Power grid:
The bar under the picture is 20 um long. Pins as bars on the die edge.
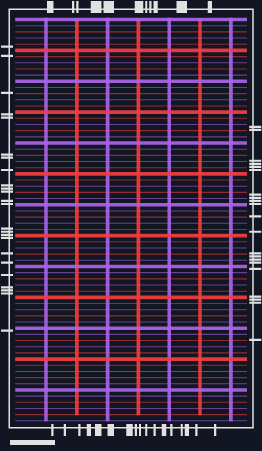
Cells colored by class:
Fill, decap, tap and diode cells in gray.
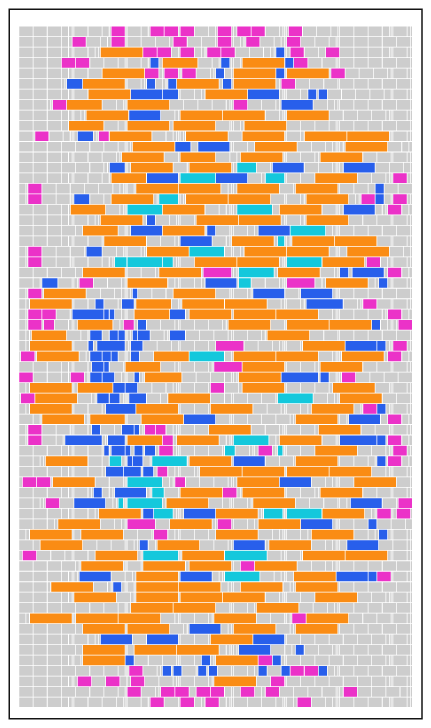
Clock wires, drivers and flops:
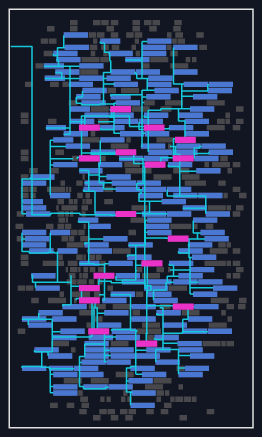
Signal wires by layer:
The bar under the picture is 20 um long. Only two layers are drawn.
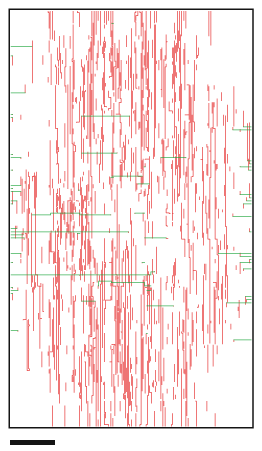
Clock nets:
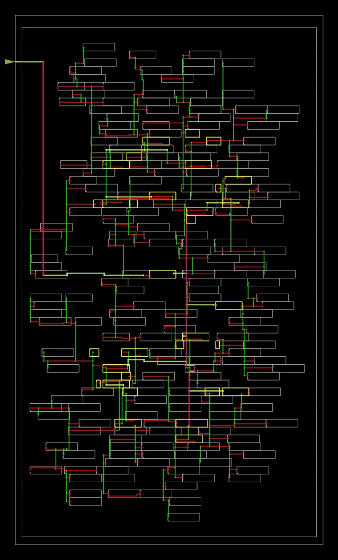
==> config.mk <==
export PLATFORM = sky130hd
export DESIGN_NAME = inst_fetch_buffer
export DESIGN_NICKNAME = d
export VERILOG_FILES = /design/src/rtl/inst_fetch_buffer.sv
export SDC_FILE = /design/constraint.sdc
export NUM_CORES = 1
export LEC_CHECK = 0
export CAP_MARGIN = 20
export CORE_ASPECT_RATIO = 1.75
export CORE_MARGIN = 2
export CORE_UTILIZATION = 40
export CTS_CLUSTER_SIZE = 20
export DETAILED_ROUTE_END_ITERATION = 6
export MAX_ROUTING_LAYER = met4
export PLACE_DENSITY = 0.61
export SLEW_MARGIN = 5
export SYNTH_ARGS = -nofsm -noshare
export SYNTH_HDL_FRONTEND = slang
export SYNTH_SLANG_ARGS = --single-unit
==> constraint.sdc <==
create_clock -name clk -period 3 [get_ports clk]
set_input_delay 0.3 -clock clk [delete_from_list [all_inputs] [get_ports clk]]
set_output_delay 0.3 -clock clk [all_outputs]
set_load 0.005 [all_outputs]
==> flow_metrics.env <==
# flow metrics
export IMPL_worstPathRequired_ps=2700
export IMPL_ys_ff=186
export IMPL_detail_route_first_pass_iterations=4
export IMPL_postCtsResizedCells=0
export IMPL_number_of_vias_per_cell_after_detailed_routing=5.01
export IMPL_worst_setup_path_type="register to output pin"
export IMPL_clock_sinks=186
export IMPL_rrSetupSlack_ps=770
export IMPL_synth_cellmix_compoundShare_pct=1.02
export IMPL_netlist_top_cell_by_area="sky130_fd_sc_hd__edfxtp_1"
export IMPL_setup_viol=0
export IMPL_result_of_the_run="finished clean"
export IMPL_fa_ha_area_share_pct=0.949
export IMPL_yosys_warnings=0
export IMPL_cts_hold_buffers_added=0
export IMPL_worst_pin_slew_ps=695
export IMPL_synthesis_instances=351
export IMPL_openroad_warnings=29
export IMPL_chipArea_um2=19600
export IMPL_final_cell_utilization_of_the_core_pct=51.0
export IMPL_synth_cell_types=31
export IMPL_grt_pass1_vias=3829
export IMPL_mostFrequentLayoutCell="sky130_fd_sc_hd__edfxtp_1"
export IMPL_period_used_pct=92.9
export IMPL_largest_reg_flops=128
export IMPL_pwr_share_comb_pct=25.9
export IMPL_layout_area_comb_um2=1660
export IMPL_dp_hpwl_um=8990
export IMPL_grt_antenna_before_repair=1
export IMPL_place_gp_congestion=0.710
export IMPL_synth_logic_top_family="multiplexers"
## Picture notes: 'power grid'
[VSS] purple
[VDD] red
signal pins: 101
rows: 65
met4 straps: 7
Peak VDD IR: 404 uV
horizontal die size: 107 um
vertical die size: 184 um

## Picture notes: 'cells colored by class'
[flops] orange | cells: 186 | share of their area: 62%
[clock drivers and dummy loads] cyan | cells: 32 | share of their area: 6.6%
[other buffers and delay cells] magenta | cells: 113 | share of their area: 13%
[combinational and other logic] blue | cells: 136 | share of their area: 19%
core region area: 18,100 um^2
Row Count: 65
sequential share of cell area: 59.7%
Post-Layout Inst Area: 9210 um^2

## Picture notes: 'clock wires, drivers and flops'
[flip-flops] blue | count: 186
[clock wires] cyan | length: 1,990 um
[clock drivers] magenta | count: 17
routed clock nets: 18
clock network latency to the later pin of the worst-skew pair: 420 ps
power in the clock group: 2180 uW
share of total power in the clock network: 30.7%

## Picture notes: 'signal wires by layer'
[metal 2] red | wire length: 7,800 um
[metal 3] green | wire length: 437 um
Vias: 3,516
total routing resource utilization after global routing: 15.2%
Wirelength per Cell: 19.8 um
post-detailed-routing wire length: 13,900 um

## Picture notes: 'clock nets'
Layout clock buffers: 24
total CTS buffers: 17

==> worst max-delay path, delay by kind of cell (launching register included) <==
family                 cells  cell delay [ps]
buffers and inverters      1              450
DFF                        1              470
and+or+nand+nor            2             1150
==> cell type report <==
type / count / share of cell area (%)
flip-flops and latches: 186 / 59.7
repair buffers: 113 / 12.6
inverters: 2 / 0.0815
clock buffers: 24 / 5.45
diodes: 1 / 0.0272
clock inverters: 8 / 0.924
multi-input cells: 134 / 18.0
well taps: 234 / 3.18
==> Yosys cell counts (all sizes together) <==
library cell and instances:
a221oi 1, a22o 1, a31oi 3, and2 46, buf 23, clkbuf 6, dfrtp 18, edfxtp 168
fa 1, ha 4, inv 2, mux2 10, mux2i 1, mux4 42, nand2 2, nand3 1
nand4b 1, nor2 7, nor2b 2, nor3 1, o221ai 1, o311ai 1, o31ai 1, or3 1
or3b 1, xnor2 4, xor2 2
==> per-layer routing <==
metal  part of all wire (%)  wire [um]  GRT usage, %  vias up
met3                    3.2        437          3.15       16
li1                       -          -             -     1587
met2                     56       7800          27.0       71
met1                     39       5400          16.5     1842
met5                      0          0             -        -
met4                    1.7        234          5.77        0
==> through the flow <==
stage	worst slack (ps)	cell area (um^2)	instances	hold slack (ps)
floorplan	795	7380	351	4.41
finish	212	9210	702	324
CTS	140	9200	701	347
global route	78.5	9210	702	345
detailed placement	599	8620	669	499
global placement	604	8620	669	480
==> kinds of logic after synthesis <==
| kind of cell | count (synthesis) |
|---|---|
| mux | 53 |
| compound gates | 8 |
| simple gates | 62 |
| buf+inv | 31 |
| fa+ha+maj | 5 |
| xor+xnor | 6 |
| flops | 186 |
Power figures rest on the tool's default switching activity, not on a simulated workload.
